Figure 1. Cell area per tile.
10 x 17 tiles, from black (low) to pale yellow (high), 0 to 100% covered.
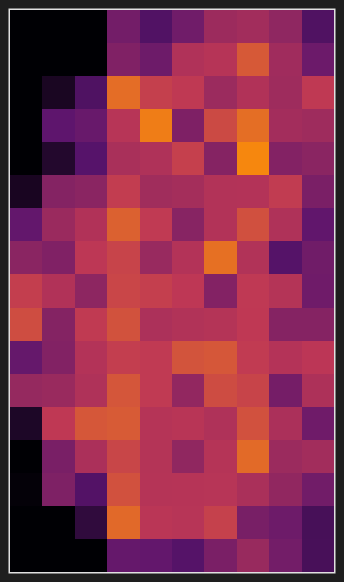
Figure 2. Track usage over the die.
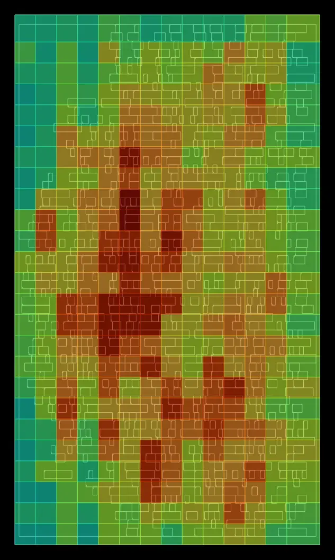
Figure 3. Placed cells, one color a class.
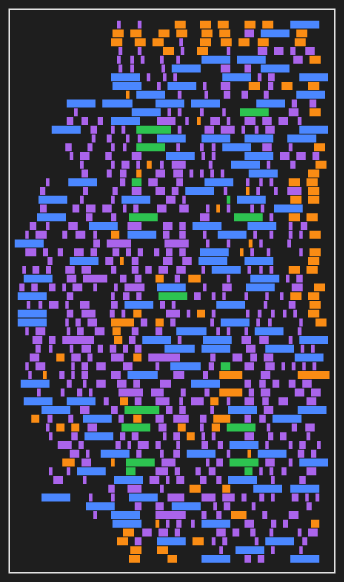
===== src/rtl/strobe_flash_out.sv =====
// Flash/trigger output stage: delays the filtered strobe, shapes it to a fixed or
// strobe-following width, applies polarity and keeps pulse count / overrun status.
module strobe_flash_out #(
    parameter int DELAY_WIDTH = 16,
    parameter int PW_WIDTH    = 16
) (
    input  logic                   clk,
    input  logic                   reset_n,
    input  logic                   i_acquisition_start,
    input  logic                   i_stream_enable,
    input  logic                   i_output_en,
    input  logic                   i_strobe,
    input  logic [DELAY_WIDTH-1:0] iv_delay,
    input  logic [PW_WIDTH-1:0]    iv_pulse_width,
    input  logic                   i_polarity,
    output logic                   o_flash,
    output logic                   o_busy,
    output logic                   o_overrun,
    output logic [15:0]            ov_pulse_cnt
);

    typedef enum logic [1:0] {
        S_IDLE   = 2'd0,
        S_DELAY  = 2'd1,
        S_ACTIVE = 2'd2
    } state_t;

    localparam logic [DELAY_WIDTH-1:0] DLY_ONE = {{(DELAY_WIDTH-1){1'b0}}, 1'b1};
    localparam logic [PW_WIDTH-1:0]    PW_ONE  = {{(PW_WIDTH-1){1'b0}}, 1'b1};
    localparam logic [PW_WIDTH-1:0]    PW_MAX  = {PW_WIDTH{1'b1}};

    state_t                 state_q, state_d;
    logic                   enable_q;
    logic                   strobe_q;
    logic                   rise;
    logic                   active_done;
    logic [DELAY_WIDTH-1:0] dly_reg_q, dly_reg_d;
    logic [DELAY_WIDTH-1:0] dly_cnt_q, dly_cnt_d;
    logic [PW_WIDTH-1:0]    pw_reg_q, pw_reg_d;
    logic [PW_WIDTH-1:0]    act_cnt_q, act_cnt_d;
    logic [PW_WIDTH-1:0]    len_cnt_q, len_cnt_d;
    logic                   low_seen_q, low_seen_d;
    logic                   overrun_q, overrun_d;
    logic [15:0]            pulse_cnt_q, pulse_cnt_d;
    logic                   flash_q;

    assign rise = i_strobe & ~strobe_q;

    // Follow mode ends once the strobe has gone low (this sample or earlier) and
    // the output has been active for as many cycles as the strobe was high.
    always_comb begin
        active_done = 1'b0;
        if (pw_reg_q != '0) begin
            active_done = (act_cnt_q == pw_reg_q);
        end else begin
            active_done = (low_seen_q | ~i_strobe) && (act_cnt_q == len_cnt_q);
        end
    end

    always_comb begin
        state_d     = state_q;
        dly_reg_d   = dly_reg_q;
        pw_reg_d    = pw_reg_q;
        dly_cnt_d   = dly_cnt_q;
        act_cnt_d   = act_cnt_q;
        len_cnt_d   = len_cnt_q;
        low_seen_d  = low_seen_q;
        overrun_d   = overrun_q;
        pulse_cnt_d = pulse_cnt_q;

        if (state_q != S_IDLE && !low_seen_q) begin
            if (i_strobe) begin
                len_cnt_d = (len_cnt_q == PW_MAX) ? len_cnt_q : len_cnt_q + PW_ONE;
            end else begin
                low_seen_d = 1'b1;
            end
        end

        case (state_q)
            S_IDLE: begin
                if (rise && enable_q) begin
                    dly_reg_d   = iv_delay;
                    pw_reg_d    = iv_pulse_width;
                    pulse_cnt_d = pulse_cnt_q + 16'd1;
                    len_cnt_d   = PW_ONE;
                    low_seen_d  = 1'b0;
                    if (iv_delay == '0) begin
                        state_d   = S_ACTIVE;
                        dly_cnt_d = '0;
                        act_cnt_d = PW_ONE;
                    end else begin
                        state_d   = S_DELAY;
                        dly_cnt_d = DLY_ONE;
                        act_cnt_d = '0;
                    end
                end
            end
            S_DELAY: begin
                if (dly_cnt_q == dly_reg_q) begin
                    state_d   = S_ACTIVE;
                    act_cnt_d = PW_ONE;
                end else begin
                    dly_cnt_d = dly_cnt_q + DLY_ONE;
                end
            end
            S_ACTIVE: begin
                if (active_done) begin
                    state_d    = S_IDLE;
                    dly_cnt_d  = '0;
                    act_cnt_d  = '0;
                    len_cnt_d  = '0;
                    low_seen_d = 1'b0;
                end else begin
                    act_cnt_d = (act_cnt_q == PW_MAX) ? act_cnt_q : act_cnt_q + PW_ONE;
                end
            end
            default: begin
                state_d = S_IDLE;
            end
        endcase

        // A rise while busy never retriggers; it is only recorded.
        if (state_q != S_IDLE && rise) begin
            overrun_d = 1'b1;
        end

        if (!enable_q) begin
            state_d    = S_IDLE;
            dly_cnt_d  = '0;
            act_cnt_d  = '0;
            len_cnt_d  = '0;
            low_seen_d = 1'b0;
            overrun_d  = 1'b0;
        end
    end

    always_ff @(posedge clk or negedge reset_n) begin
        if (!reset_n) begin
            state_q     <= S_IDLE;
            enable_q    <= 1'b0;
            strobe_q    <= 1'b0;
            dly_reg_q   <= '0;
            pw_reg_q    <= '0;
            dly_cnt_q   <= '0;
            act_cnt_q   <= '0;
            len_cnt_q   <= '0;
            low_seen_q  <= 1'b0;
            overrun_q   <= 1'b0;
            pulse_cnt_q <= '0;
            flash_q     <= 1'b0;
        end else begin
            state_q     <= state_d;
            enable_q    <= i_acquisition_start & i_stream_enable & i_output_en;
            strobe_q    <= i_strobe;
            dly_reg_q   <= dly_reg_d;
            pw_reg_q    <= pw_reg_d;
            dly_cnt_q   <= dly_cnt_d;
            act_cnt_q   <= act_cnt_d;
            len_cnt_q   <= len_cnt_d;
            low_seen_q  <= low_seen_d;
            overrun_q   <= overrun_d;
            pulse_cnt_q <= pulse_cnt_d;
            flash_q     <= (state_d == S_ACTIVE) ^ i_polarity;
        end
    end

    assign o_flash      = flash_q;
    assign o_busy       = (state_q != S_IDLE);
    assign o_overrun    = overrun_q;
    assign ov_pulse_cnt = pulse_cnt_q;

endmodule


===== config.mk =====
export PLATFORM = sky130hd
export DESIGN_NAME = strobe_flash_out
export DESIGN_NICKNAME = d
export VERILOG_FILES = /design/src/rtl/strobe_flash_out.sv
export SDC_FILE = /design/constraint.sdc
export NUM_CORES = 1
export LEC_CHECK = 0
export CAP_MARGIN = 20
export CELL_PAD_IN_SITES_DETAIL_PLACEMENT = 2
export CELL_PAD_IN_SITES_GLOBAL_PLACEMENT = 2
export CORE_ASPECT_RATIO = 1.75
export CORE_UTILIZATION = 32
export CTS_CLUSTER_DIAMETER = 100
export DETAILED_ROUTE_END_ITERATION = 10
export GPL_TIMING_DRIVEN = 0
export PLACE_DENSITY_LB_ADDON = 0.25
export SYNTH_ARGS = -nofsm -noshare
export SYNTH_HDL_FRONTEND = slang
export SYNTH_SLANG_ARGS = --single-unit

===== constraint.sdc =====
create_clock -name clk -period 2.7 [get_ports clk]
set_input_delay 0.54 -clock clk [delete_from_list [all_inputs] [get_ports clk]]
set_output_delay 0.54 -clock clk [all_outputs]
set_load 0.05 [all_outputs]

==> run notes <==
Implementation results are summarized by area below.

Yosys
Yosys reported a register bit count of 103. In this run the cell area of the synthesized design comes to 5444 um2. The post-synthesis share of cell area spent on and-or and or-and gates is 9.009%. The synthesis report lists the Yosys warning total as 0. Yosys stat counts 618 cells in the synthesized netlist.

The netlist uses 42 different library cells. The fraction of the yosys area taken by sequential cells is 47.35%. Of the combinational cells, the family taking the most area is simple AND/OR/NAND/NOR gates.

The share of the synthesized area in the top cell type is 47.35%.

Worst setup path
The startpoint of the worst register-to-register path is len_cnt_q[2]. The worst setup path is launched from a flop. The type of the worst setup path is flop to flop.

The arrival time of data at the worst endpoint is listed as 3.08 ns. The library cell contributing the largest single delay on the critical path is or3_4. The launch point of the worst path is len_cnt_q[2]. The endpoint of the worst setup timing path is dly_cnt_q[14].

The endpoint of the most critical register-to-register path is dly_cnt_q[14]. The depth of the critical timing path with buffers and inverters included is 10. The setup check on the worst reg-to-reg path leaves a slack of -0.1 ns.

Layout
The non-clock inverter instance count of the final layout is 9. For this run, the post-layout net count is 744. The area of the multi-input gates is 2934 um2.

The leading cell type in the layout, fill and taps excluded is nand2_1. The sequential portion of the cell area is 36.63%. For this run, the script counts the antenna cells in the layout as 0. The total area of sequential cells is 2584 um2. The most common logic cells in the final layout are nand2_1, dfrtp_1, clkdlybuf4s50_1. The multi-input combinational gate total is 477. Per the final report, the share of cell area in non-clock buffers is 12.75%. Among all cell classes, the greatest summed area belongs to logic gates. The number of buffers other than clock buffers in the final layout is 97.

Final timing
Setup repair after global routing could not meet its margin everywhere. Once routing completed, OpenROAD measured the worst setup slack at -0.09673 ns. In the final report, the number of endpoints failing setup comes to 1.

Counting I/O delays and the setup requirement, the final critical path takes 2.797 ns. Of the available clock period, the critical path in the final layout requires 103.6%. Endpoints failing hold in the final report were tallied at 0.

Floorplanning
The core region is 16520 um2. In this run the count of I/O pins placed on the die edge is 58.

Routing
In the detailed route, the total length drawn on met3 is 430 um. In the final routing, the length of wire on met1 measures 6960 um. Once detail routing completed, the nets flagged for antenna violations numbered 0. Routed signal wires occupy layers up through met4. In the routed layout, each cell is associated on average with a via count of 5.323. The routed wire length on met2 is 11430 um. The routed design has 19330 um of wire. Before antenna repair, the detailed router went through 5 iterations.

CTS
Per the CTS log, the maximum H-tree level is 3. The clock tree has to reach 103 sinks. TritonCTS built the clock tree.

Power and ir drop
The total power consumption of the routed design is 0.003791 W. The fraction of power spent switching nets is 28.44%. The static leakage is 3.185 nW. The part of the power in registers is 47.8%.

Across the VDD grid, the largest voltage drop is 0.2731 mV. Per report_power, the combinational group accounts for 13.8% of the total.

Placement
Note, the detailed placer reported a final HPWL of 13310 um. The number of placed instances, taps included is 900. Per the post-place timing report, worst setup slack is -0.8414 ns.

Run status
The flow ran to the end, but the final reports show violations. The checks that failed: setup timing.

GRT
The via count of the first global-routing pass is 5743. Across every metal layer, demand over resource in global routing totals 23.08%.
-- Figure 1 (at the start) --
fullest tile = 74%
emptiest ninth of the die = north-west
densest ninth of the die = center

-- Figure 2 (at the start) --
met2 GRT Util: 45.63%
final routed wire length divided by cell count: 20.87 um
GR peak layer: met2
met1 track demand over resource: 23.63%
met3 routing resource usage after global routing: 2.895%

-- Figure 3 (at the start) --
green -> clock drivers and dummy loads  # cells 16, share of their area 4.8%
orange -> other buffers and delay cells  # cells 97, share of their area 13%
blue -> flops  # cells 103, share of their area 38%
purple -> all other logic  # cells 486, share of their area 44%

-- registers in the layout, summed over array words and instances, names as in the netlist --
name	flops
dly_reg_q	16
o_overrun	1
act_cnt_q	16
dly_cnt_q	16
low_seen_q	1
state_q	2
o_flash	1
strobe_q	1
pw_reg_q	16
ov_pulse_cnt	16
len_cnt_q	16
enable_q	1
-- power groups by stage --
| stage | Sequential [W] | Clock [W] | Combinational [W] |
|---|---|---|---|
| after CTS | 0.00181 | 0.00148 | 0.000515 |
| after global placement | 0.00183 | 0 | 0.000460 |
| after detailed placement | 0.00184 | 0 | 0.000487 |
| final | 0.00181 | 0.00146 | 0.000522 |
| after floorplan | 0.00184 | 0 | 0.000221 |
| after global routing | 0.00182 | 0.00154 | 0.000574 |
Power is estimated from default activity; no workload was simulated.
